### src/rtl/envelope_apply.sv
// -----------------------------------------------------------------------------
// envelope_apply
//   Vocoder synthesis stage. Each accepted beat carries one band of a frame:
//   the envelope is clamped to >= 0, multiplied with the carrier in
//   Q(ENV_FRAC), and the BANDS products of a frame are summed into one output
//   sample.
//
//   Pipeline: S1 operand register -> S2 product register -> S3 accumulator and
//   output register. The last band accepted in cycle T shows up on
//   sample_out/valid_out in cycle T+3.
//
// Ports
//   clk_in        system clock
//   rst_in        synchronous reset, active-high
//   valid_in      band operands valid (always accepted)
//   first_in      this beat is band 0 of a frame (qualified by valid_in)
//   carrier_in    signed carrier band sample, WIDTH bits
//   envelope_in   signed envelope, Q.ENV_FRAC, WIDTH bits
//   sample_out    signed mixed output, held between frames
//   valid_out     1-cycle pulse when sample_out updates
//   sync_err_out  1-cycle pulse, same cycle as a beat whose first_in arrived
//                 mid-frame (partial frame is abandoned)
//
// Configuration
//   ENVELOPE_APPLY_SAT_EN  defined: narrowing to WIDTH saturates
//                          undefined: narrowing keeps the low WIDTH bits
// -----------------------------------------------------------------------------
module envelope_apply #(
  parameter int WIDTH    = 24,
  parameter int BANDS    = 16,
  parameter int ENV_FRAC = 20
) (
  input  logic             clk_in,
  input  logic             rst_in,
  input  logic             valid_in,
  input  logic             first_in,
  input  logic [WIDTH-1:0] carrier_in,
  input  logic [WIDTH-1:0] envelope_in,
  output logic [WIDTH-1:0] sample_out,
  output logic             valid_out,
  output logic             sync_err_out
);

  localparam int CW     = $clog2(BANDS);
  localparam int PW     = 2 * WIDTH;
  localparam int AW     = PW + CW;
  localparam int STAGES = 2;

  // ---------------------------------------------------------------------------
  // Band counter. A first_in beat is band 0 whatever the counter says; the
  // counter resets to 0 so the first beat after reset is band 0 as well.
  // ---------------------------------------------------------------------------
  logic [CW-1:0] cnt_q;
  logic [CW-1:0] band;

  always_comb begin
    band = cnt_q;
    if (valid_in && first_in) band = '0;
  end

  always_ff @(posedge clk_in) begin
    if (rst_in) begin
      cnt_q <= '0;
    end else if (valid_in) begin
      cnt_q <= (band == CW'(BANDS - 1)) ? '0 : band + 1'b1;
    end
  end

  // A mid-frame first_in restarts at band 0. The abandoned partial frame never
  // reaches its last band, and the restart beat reloads the accumulator, so
  // nothing more is needed to discard it.
  assign sync_err_out = !rst_in && valid_in && first_in && (cnt_q != '0);

  // ---------------------------------------------------------------------------
  // Valid shift register: vld_pipe[0] = S1 holds a beat, vld_pipe[1] = S2.
  // ---------------------------------------------------------------------------
  logic [STAGES-1:0] vld_pipe;

  always_ff @(posedge clk_in) begin
    if (rst_in) vld_pipe <= '0;
    else        vld_pipe <= {vld_pipe[STAGES-2:0], valid_in};
  end

  // ---------------------------------------------------------------------------
  // S1: operands and band index; negative envelopes clamp to 0.
  // ---------------------------------------------------------------------------
  logic [WIDTH-1:0] s1_car;
  logic [WIDTH-1:0] s1_env;
  logic [CW-1:0]    s1_band;

  always_ff @(posedge clk_in) begin
    if (rst_in) begin
      s1_car  <= '0;
      s1_env  <= '0;
      s1_band <= '0;
    end else if (valid_in) begin
      s1_car  <= carrier_in;
      s1_env  <= envelope_in[WIDTH-1] ? '0 : envelope_in;
      s1_band <= band;
    end
  end

  // ---------------------------------------------------------------------------
  // S2: full-width signed product. The clamped envelope is non-negative, so
  // it zero-extends; the carrier sign-extends. The low PW bits of the PW x PW
  // product are the exact signed product.
  // ---------------------------------------------------------------------------
  logic signed [PW-1:0] car_x;
  logic signed [PW-1:0] env_x;
  logic signed [PW-1:0] s2_prod;
  logic                 s2_first;
  logic                 s2_last;

  assign car_x = {{WIDTH{s1_car[WIDTH-1]}}, s1_car};
  assign env_x = {{WIDTH{1'b0}}, s1_env};

  always_ff @(posedge clk_in) begin
    if (rst_in) begin
      s2_prod  <= '0;
      s2_first <= 1'b0;
      s2_last  <= 1'b0;
    end else if (vld_pipe[0]) begin
      s2_prod  <= car_x * env_x;
      s2_first <= (s1_band == '0);
      s2_last  <= (s1_band == CW'(BANDS - 1));
    end
  end

  // ---------------------------------------------------------------------------
  // S3: accumulate. Band 0 loads, so a following frame's band 0 never mixes
  // with the sum that just completed; the output is taken from acc_next in the
  // same cycle the last band lands.
  // ---------------------------------------------------------------------------
  logic signed [AW-1:0]    acc_q;
  logic signed [AW-1:0]    prod_x;
  logic signed [AW-1:0]    acc_next;
  logic        [WIDTH-1:0] narrow;

  assign prod_x   = {{CW{s2_prod[PW-1]}}, s2_prod};
  assign acc_next = s2_first ? prod_x : acc_q + prod_x;

`ifdef ENVELOPE_APPLY_SAT_EN
  localparam logic signed [AW-1:0] SMAX = {{(AW-WIDTH+1){1'b0}}, {(WIDTH-1){1'b1}}};
  localparam logic signed [AW-1:0] SMIN = {{(AW-WIDTH+1){1'b1}}, {(WIDTH-1){1'b0}}};

  logic signed [AW-1:0] shifted;
  assign shifted = acc_next >>> ENV_FRAC;

  always_comb begin
    narrow = shifted[WIDTH-1:0];
    if (shifted > SMAX)      narrow = {1'b0, {(WIDTH-1){1'b1}}};
    else if (shifted < SMIN) narrow = {1'b1, {(WIDTH-1){1'b0}}};
  end
`else
  // Low WIDTH bits of the arithmetic shift are just a slice of the sum.
  assign narrow = acc_next[ENV_FRAC +: WIDTH];
`endif

  always_ff @(posedge clk_in) begin
    if (rst_in) begin
      acc_q      <= '0;
      sample_out <= '0;
      valid_out  <= 1'b0;
    end else begin
      valid_out <= vld_pipe[1] && s2_last;
      if (vld_pipe[1]) acc_q <= acc_next;
      if (vld_pipe[1] && s2_last) sample_out <= narrow;
    end
  end

endmodule
### config.mk
export PLATFORM = sky130hd
export DESIGN_NAME = envelope_apply
export DESIGN_NICKNAME = d
export VERILOG_FILES = /design/src/rtl/envelope_apply.sv
export SDC_FILE = /design/constraint.sdc
export NUM_CORES = 2
export LEC_CHECK = 0
export CORE_UTILIZATION = 45
export DETAILED_ROUTE_END_ITERATION = 8
export HOLD_SLACK_MARGIN = 0.08
export SYNTH_ARGS = -nofsm -noshare
export SYNTH_HDL_FRONTEND = slang
export SYNTH_SLANG_ARGS = --single-unit
### constraint.sdc
create_clock -name clk_in -period 21.1 [get_ports clk_in]
set_clock_uncertainty 0.2 [all_clocks]
set_input_delay 2.11 -clock clk_in [delete_from_list [all_inputs] [get_ports clk_in]]
set_output_delay 2.11 -clock clk_in [all_outputs]
set_load 0.02 [all_outputs]
**Met1 routing**

(2 px per micron) Supply wires on this layer in grey.
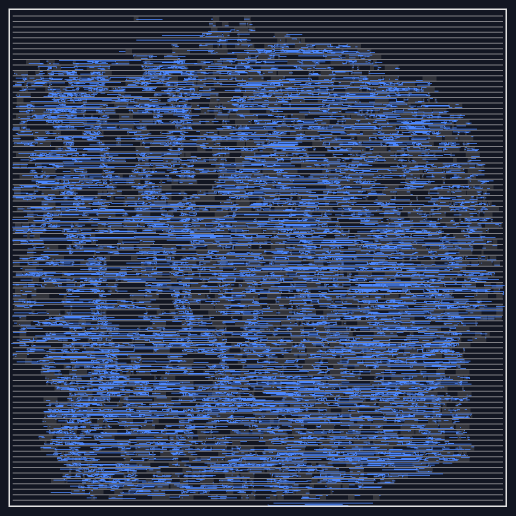
main direction: horizontal
longest straight run: 71.3 microns
wire length on this layer: 34.3 mm
share of all routed wire: 46%
nets with wire on the layer: 3,549

**Metal 2**

(2 px per micron)
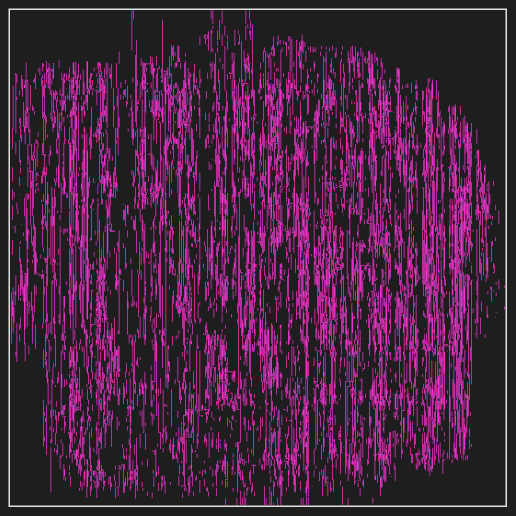
longest straight run: 93.8 microns
nets with wire on the layer: 3,154
wire length on this layer: 34.4 mm

**Signal wires on met3**

(2 px per micron)
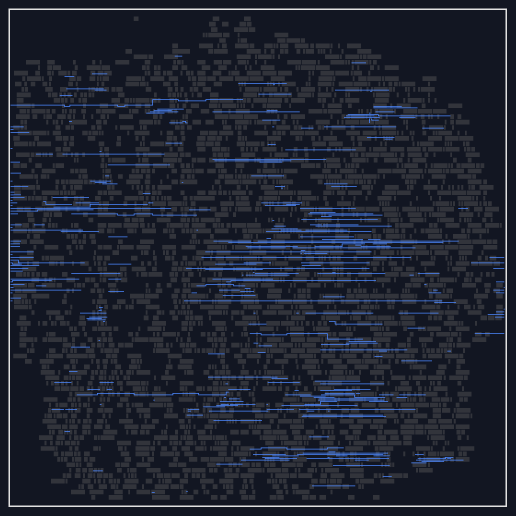
share of all routed wire: 6.4%
nets with wire on the layer: 190
longest straight run: 129 microns
main direction: horizontal

**Met4 routing**

(1.5 px per micron) Supply wires on this layer in grey.
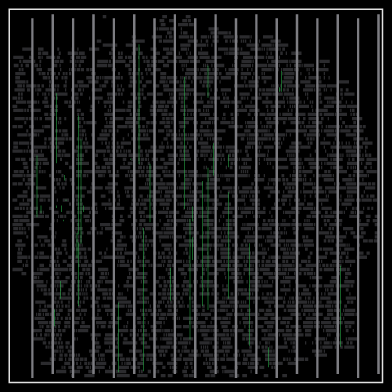
nets with wire on the layer: 25
longest straight run: 95.2 microns

==> impl_metrics.yaml <==
# yosys + openroad results
power_and_ir_drop:
  comb_power_w: 0.000333
  intPower_w: 0.000649
  p_sw_w: 0.000399
  switching_share_pct: 38.1
  seqPwrFrac_pct: 35.0
  seq_power_w: 0.000367
  pg_clk_w: 0.000348
  power.density_mw_per_mm2: 36.0
  combinationalPowerShare_pct: 31.8
cts:
  post_cts_resized: 0
  cts_tree: "yes"
  cts_root_buf: "clkbuf_16"
  hold_buffers: 0
  clk_latency_ns: 0.51
  postCtsSetupRepairBufs: 0
synth:
  postSynthCellCount: 3158
  async_flop_share_pct: 0
  ys_top_logic_family: "adder cells"
  yosys_cells: 3158
  yosysWarnings: 0
  topCellsByArea: "fa_1, dfxtp_1, ha_1"
  synth_seq_share_pct: 12.7
  most_common_cell: "inv_1"
  top_area_share_pct: 33.9
  avgSynthCellArea_sq_um: 8.61
  aoi_share_pct: 10.7
  top_area_cell: "fa_1"
  synth-edff-count: 0
  ys_ff: 172
  syn_area_sq_mm: 0.0272
  synthMuxAreaShare_pct: 2.15
die:
  fp_util_pct: 45.8
  coreArea_sq_mm: 0.0594
  die_x_microns: 248
  nWellTaps: 773
sta:
  hold_slack_ns: 0.271
  rsz0062_at_grt: "false"
  worst_slack_ns: 12.96
  tightest_slew_ns: 1.24
  finalSetupTns_ns: 0
  hold_viol: 0
  relSlewSlack_pct: 17.5
  fin_crit_ns: 8.14
placed_design:
  numPortBuffers: 77
  place_hpwl_microns: 56700
  placed_area_sq_mm: 0.0285
  dp_cells: 3871
  routabilityCongestion: 0.893
min_path:
  hold_depth: 2
  min_to: "sample_out[2]"
  hold_path_class: "reg -> reg"
cells_and_area:
  clock_area_share_pct: 2.05
  fill_cells: 5731
  flops: 172
  drive_above_1_share_pct: 3.29
  comb_area_sq_mm: 0.0210
  postLayoutCellArea_sq_mm: 0.0291
  comb_cells: 2259
  n_antenna_cell: 0
  inverters: 547
  seq-cell-share_pct: 11.8
  buffer_area_share_pct: 3.74
  layout.cells.most_common: "inv_1"
  fin_util_pct: 49.0
  clock_buffers: 19
  comb_area_share_pct: 72.0
  final_cells: 3902
  lay_top_cells: "inv_1, fa_1, nand2_1, and2_1, ha_1"
  signal_buffers: 120
routing:
  drtIter0Drc: 1272
  drtPass1Iterations: 7
  routed.top_layer: "met5"
  wl_per_cell_microns: 19.2
  postRouteAntennaNets: 0
  route.met3.wl_microns: 4810
worst_setup_path:
  worst_ep_arrival_time_ns: 8.38
  worst_path_largest_cell_delay_ns: 1.15
  crit_top_cell: "fa_1"
  crit_path_max_fanout: 24
  cp_num_cells: 22
  crit_start: "s1_car[3]"
  crit_end: "s2_prod[37]"
  crit_required_ns: 21.34
  rr_endpoint: "s2_prod[37]"
  cpMaxStageDelayCell: "dfxtp_1"
  crit_family: "adder cells"
run_status:
  status: "complete, no violations"
global_route:
  grt_antenna_before_repair: 6
  overflow: 0
  grt_max_degree: 78
  grt_first_pass_wirelength_microns: 123000
  grt_util_met2_pct: 41.7
  use_met1_pct: 36.6
run:
  warnings: 26
